<file path="config.mk">
export PLATFORM = sky130hd
export DESIGN_NAME = cell_write_ctrl
export DESIGN_NICKNAME = d
export VERILOG_FILES = /design/src/rtl/cell_write_ctrl.sv
export SDC_FILE = /design/constraint.sdc
export NUM_CORES = 2
export LEC_CHECK = 0
export ABC_AREA = 0
export CAP_MARGIN = 25
export CORE_MARGIN = 4
export CORE_UTILIZATION = 53
export CTS_CLUSTER_DIAMETER = 100
export DETAILED_ROUTE_END_ITERATION = 10
export GPL_ROUTABILITY_DRIVEN = 0
export PLACE_DENSITY = 0.78
export SKIP_CTS_REPAIR_TIMING = 1
export SLEW_MARGIN = 20
export SYNTH_ARGS = -nofsm -noshare
export SYNTH_HDL_FRONTEND = slang
export SYNTH_SLANG_ARGS = --single-unit
</file>
<file path="constraint.sdc">
create_clock -name clk -period 2.9 [get_ports clk]
set_input_delay 0.58 -clock clk [delete_from_list [all_inputs] [get_ports clk]]
set_output_delay 0.58 -clock clk [all_outputs]
set_load 0.1 [all_outputs]
</file>
<file path="src/rtl/cell_write_ctrl.sv">
// Ingress cell writer: packs a beat stream into fixed-size linked cells, writes them on
// memory port A and hands one {head, length} descriptor per frame to the queue manager.
module cell_write_ctrl #(
  parameter int  DATA_W     = 64,
  parameter int  CELL_BEATS = 7,
  parameter int  ADDR_W     = 10,
  parameter int  LEN_W      = 14,
  localparam int NB         = DATA_W / 8,
  localparam int PAYLOAD_W  = CELL_BEATS * DATA_W,
  localparam int BYTES_W    = $clog2(NB + 1),
  localparam int CNT_W      = $clog2(CELL_BEATS * NB + 1),
  localparam int FOOTER_W   = ADDR_W + CNT_W + 2,
  localparam int BLOCK_W    = PAYLOAD_W + FOOTER_W
) (
  input  logic               clk,
  input  logic               rst_n,
  input  logic [DATA_W-1:0]  data_i,
  input  logic               data_valid_i,
  input  logic               data_begin_i,
  input  logic               data_end_i,
  input  logic [BYTES_W-1:0] data_bytes_i,
  output logic               data_ready_o,
  output logic               fl_alloc_req_o,
  input  logic               fl_alloc_gnt_i,
  input  logic [ADDR_W-1:0]  fl_alloc_idx_i,
  output logic               mem_we_o,
  output logic [ADDR_W-1:0]  mem_addr_o,
  output logic [BLOCK_W-1:0] mem_wdata_o,
  output logic               desc_valid_o,
  input  logic               desc_ready_i,
  output logic [ADDR_W-1:0]  desc_head_o,
  output logic [LEN_W-1:0]   desc_len_o,
  output logic               len_err_o
);

  localparam int BEAT_W = $clog2(CELL_BEATS + 1);

  localparam logic [1:0] S_IDLE = 2'd0;
  localparam logic [1:0] S_FILL = 2'd1;
  localparam logic [1:0] S_PEND = 2'd2;

  logic [1:0]           state_q, state_d;
  logic                 active_q;
  logic                 curr_v_q, curr_v_d;
  logic [ADDR_W-1:0]    curr_idx_q, curr_idx_d;
  logic                 pf_v_q, pf_v_d;
  logic [ADDR_W-1:0]    pf_idx_q, pf_idx_d;
  logic [BEAT_W-1:0]    beat_q, beat_d;
  logic [PAYLOAD_W-1:0] payload_q, payload_d;
  logic [CNT_W-1:0]     cell_bytes_q, cell_bytes_d;
  logic                 last_q, last_d;
  logic                 first_q, first_d;
  logic [ADDR_W-1:0]    head_q, head_d;
  logic [LEN_W-1:0]     len_q, len_d;
  logic                 sat_q, sat_d;

  logic                 mem_we_q, mem_we_d;
  logic [ADDR_W-1:0]    mem_addr_q, mem_addr_d;
  logic [BLOCK_W-1:0]   mem_wdata_q, mem_wdata_d;
  logic                 desc_valid_q, desc_valid_d;
  logic [ADDR_W-1:0]    desc_head_q, desc_head_d;
  logic [LEN_W-1:0]     desc_len_q, desc_len_d;
  logic                 len_err_q, len_err_d;

  logic                 accept;
  logic                 fire_mid, fire_last;
  logic [BYTES_W-1:0]   beat_bytes;
  logic [DATA_W-1:0]    beat_m;
  logic [LEN_W:0]       len_sum;

  // active_q keeps every output low while reset is asserted.
  assign data_ready_o   = active_q && (state_q == S_IDLE || state_q == S_FILL);
  assign fl_alloc_req_o = active_q && (!curr_v_q || !pf_v_q);
  assign accept         = data_valid_i && data_ready_o;

  assign fire_mid  = (state_q == S_PEND) && !last_q && curr_v_q && pf_v_q;
  assign fire_last = (state_q == S_PEND) && last_q && curr_v_q && !(desc_valid_q && !desc_ready_i);

  assign beat_bytes = data_end_i ? data_bytes_i : BYTES_W'(NB);
  assign len_sum    = {1'b0, len_q} + (LEN_W+1)'(beat_bytes);

  // The end beat is MSB-aligned: bytes below the valid count are zeroed.
  always_comb begin
    beat_m = '0;
    for (int b = 0; b < NB; b++) begin
      if (!data_end_i || b >= NB - int'(data_bytes_i)) beat_m[b*8 +: 8] = data_i[b*8 +: 8];
    end
  end

  always_comb begin
    // NOTE: every variable gets its hold/default value first, so no path infers a latch.
    state_d      = state_q;
    curr_v_d     = curr_v_q;
    curr_idx_d   = curr_idx_q;
    pf_v_d       = pf_v_q;
    pf_idx_d     = pf_idx_q;
    beat_d       = beat_q;
    payload_d    = payload_q;
    cell_bytes_d = cell_bytes_q;
    last_d       = last_q;
    first_d      = first_q;
    head_d       = head_q;
    len_d        = len_q;
    sat_d        = sat_q;
    mem_we_d     = 1'b0;
    mem_addr_d   = mem_addr_q;
    mem_wdata_d  = mem_wdata_q;
    desc_valid_d = desc_valid_q && !desc_ready_i;
    desc_head_d  = desc_head_q;
    desc_len_d   = desc_len_q;
    len_err_d    = 1'b0;

    case (state_q)
      S_IDLE: begin
        if (accept && data_begin_i) begin
          payload_d                          = '0;
          payload_d[PAYLOAD_W-1 -: DATA_W]   = beat_m;
          beat_d       = BEAT_W'(1);
          cell_bytes_d = CNT_W'(beat_bytes);
          len_d        = LEN_W'(beat_bytes);
          sat_d        = 1'b0;
          first_d      = 1'b1;
          last_d       = data_end_i;
          state_d      = (data_end_i || CELL_BEATS == 1) ? S_PEND : S_FILL;
        end
      end
      S_FILL: begin
        if (accept) begin
          payload_d[PAYLOAD_W-1-int'(beat_q)*DATA_W -: DATA_W] = beat_m;
          beat_d       = beat_q + 1'b1;
          cell_bytes_d = cell_bytes_q + CNT_W'(beat_bytes);
          if (sat_q || len_sum[LEN_W]) begin
            len_d = '1;
            sat_d = 1'b1;
          end else begin
            len_d = len_sum[LEN_W-1:0];
          end
          last_d = data_end_i;
          if (data_end_i || beat_q == BEAT_W'(CELL_BEATS-1)) state_d = S_PEND;
        end
      end
      S_PEND: begin
        if (fire_mid || fire_last) begin
          mem_we_d     = 1'b1;
          mem_addr_d   = curr_idx_q;
          payload_d    = '0;
          beat_d       = '0;
          cell_bytes_d = '0;
          first_d      = 1'b0;
          if (first_q) head_d = curr_idx_q;
        end
        if (fire_mid) begin
          mem_wdata_d = {payload_q, 1'b1, 1'b0, cell_bytes_q, pf_idx_q};
          state_d     = S_FILL;
        end
        if (fire_last) begin
          mem_wdata_d  = {payload_q, 1'b1, 1'b1, cell_bytes_q, {ADDR_W{1'b0}}};
          desc_valid_d = 1'b1;
          desc_head_d  = first_q ? curr_idx_q : head_q;
          desc_len_d   = len_q;
          len_err_d    = sat_q;
          state_d      = S_IDLE;
        end
      end
      default: state_d = S_IDLE;
    endcase

    // The prefetched block moves up first; a same-cycle grant then fills whichever slot is empty.
    if (fire_mid || fire_last) begin
      curr_v_d   = pf_v_q;
      curr_idx_d = pf_idx_q;
      pf_v_d     = 1'b0;
    end
    if (fl_alloc_req_o && fl_alloc_gnt_i) begin
      if (!curr_v_d) begin
        curr_v_d   = 1'b1;
        curr_idx_d = fl_alloc_idx_i;
      end else if (!pf_v_d) begin
        pf_v_d   = 1'b1;
        pf_idx_d = fl_alloc_idx_i;
      end
    end
  end

  // NOTE: state registers use non-blocking assignments so every flop samples pre-edge values.
  always_ff @(posedge clk or negedge rst_n) begin
    if (!rst_n) begin
      state_q      <= S_IDLE;
      active_q     <= 1'b0;
      curr_v_q     <= 1'b0;
      curr_idx_q   <= '0;
      pf_v_q       <= 1'b0;
      pf_idx_q     <= '0;
      beat_q       <= '0;
      payload_q    <= '0;
      cell_bytes_q <= '0;
      last_q       <= 1'b0;
      first_q      <= 1'b0;
      head_q       <= '0;
      len_q        <= '0;
      sat_q        <= 1'b0;
      mem_we_q     <= 1'b0;
      mem_addr_q   <= '0;
      mem_wdata_q  <= '0;
      desc_valid_q <= 1'b0;
      desc_head_q  <= '0;
      desc_len_q   <= '0;
      len_err_q    <= 1'b0;
    end else begin
      state_q      <= state_d;
      active_q     <= 1'b1;
      curr_v_q     <= curr_v_d;
      curr_idx_q   <= curr_idx_d;
      pf_v_q       <= pf_v_d;
      pf_idx_q     <= pf_idx_d;
      beat_q       <= beat_d;
      payload_q    <= payload_d;
      cell_bytes_q <= cell_bytes_d;
      last_q       <= last_d;
      first_q      <= first_d;
      head_q       <= head_d;
      len_q        <= len_d;
      sat_q        <= sat_d;
      mem_we_q     <= mem_we_d;
      mem_addr_q   <= mem_addr_d;
      mem_wdata_q  <= mem_wdata_d;
      desc_valid_q <= desc_valid_d;
      desc_head_q  <= desc_head_d;
      desc_len_q   <= desc_len_d;
      len_err_q    <= len_err_d;
    end
  end

  assign mem_we_o     = mem_we_q;
  assign mem_addr_o   = mem_addr_q;
  assign mem_wdata_o  = mem_wdata_q;
  assign desc_valid_o = desc_valid_q;
  assign desc_head_o  = desc_head_q;
  assign desc_len_o   = desc_len_q;
  assign len_err_o    = len_err_q;

endmodule

</file>
Ports around the boundary:
(1.5 px per um) Pins as bars across the die edge, other pins in grey.
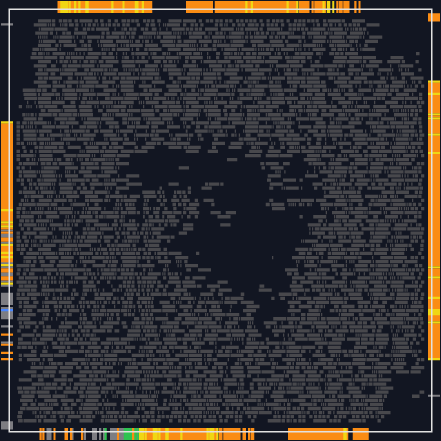
- orange: `mem_wdata_o` (pins 466; direction output; edge 152 north, 127 east, 121 south, 66 west)
- blue: `len_err_o` (pins 1; direction output; edge west)
- yellow: `data_i` (pins 64; direction input; edge 23 north, 18 south, 14 east, 9 west)
- green: `mem_addr_o` (pins 10; direction output; edge south)
die width: 281 um
height of the chip: 281 um
Buffers on Ports: 589

==> flow_summary.json <==
{
  "use_met1_pct": 42.4,
  "nClkBuffers": 144,
  "startpoint": "state_q[1]",
  "synth-seq-area-share_pct": 64.3,
  "outcome": "complete, no violations",
  "logic_area_sq_mm": 0.0129,
  "dieArea_sq_mm": 0.0788,
  "start_kind": "register",
  "finalCritPeriodShare_pct": 96.6,
  "hold_class": "register to register",
  "ys.flop_type": "dfrtp_1",
  "seq-cell-share_pct": 51.0,
  "ys_ff": 1012,
  "avgSynthCellArea_sq_um": 10.8,
  "max_freq_mhz": 357,
  "routedWlPerCell_um": 23.0,
  "buffers": 761,
  "ys_sh_mux_pct": 2.14,
  "top_cells_by_area": "dfrtp_1 64%, nand2_1 14%, a32o_1 5.7%, o2bb2ai_1 2.3%, a22o_1 2.3%",
  "use_met2_pct": 48.7,
  "crit_cells": 5,
  "busiest_layer": "met2",
  "endpoint": "data_ready_o",
  "edf_count": 0,
  "inverters": 32,
  "postLayoutCoreUtil_pct": 67.7
}
A small window of the routed layout:
Window x 120 to 160, y 120 to 160 um. Cells in grey, sequential cells in the stronger grey; small squares are vias.
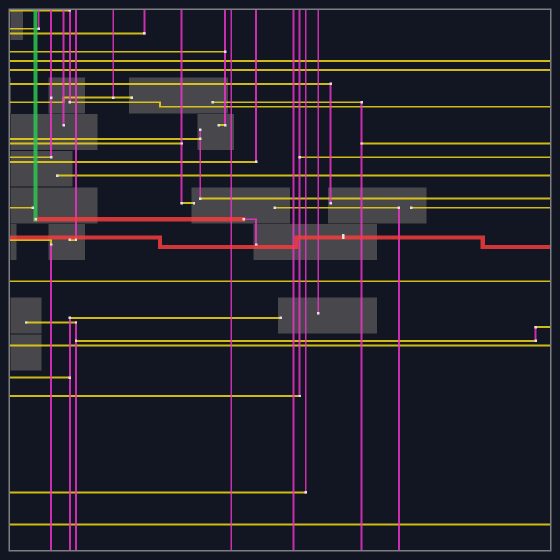
- green: M4
- red: M3
- magenta: M2
- yellow: M1
- cells with their middle in the window: 11
- sequential cells in the window: 0
- most frequent: buf_12 (7), buf_4 (3), clkbuf_16 (1)

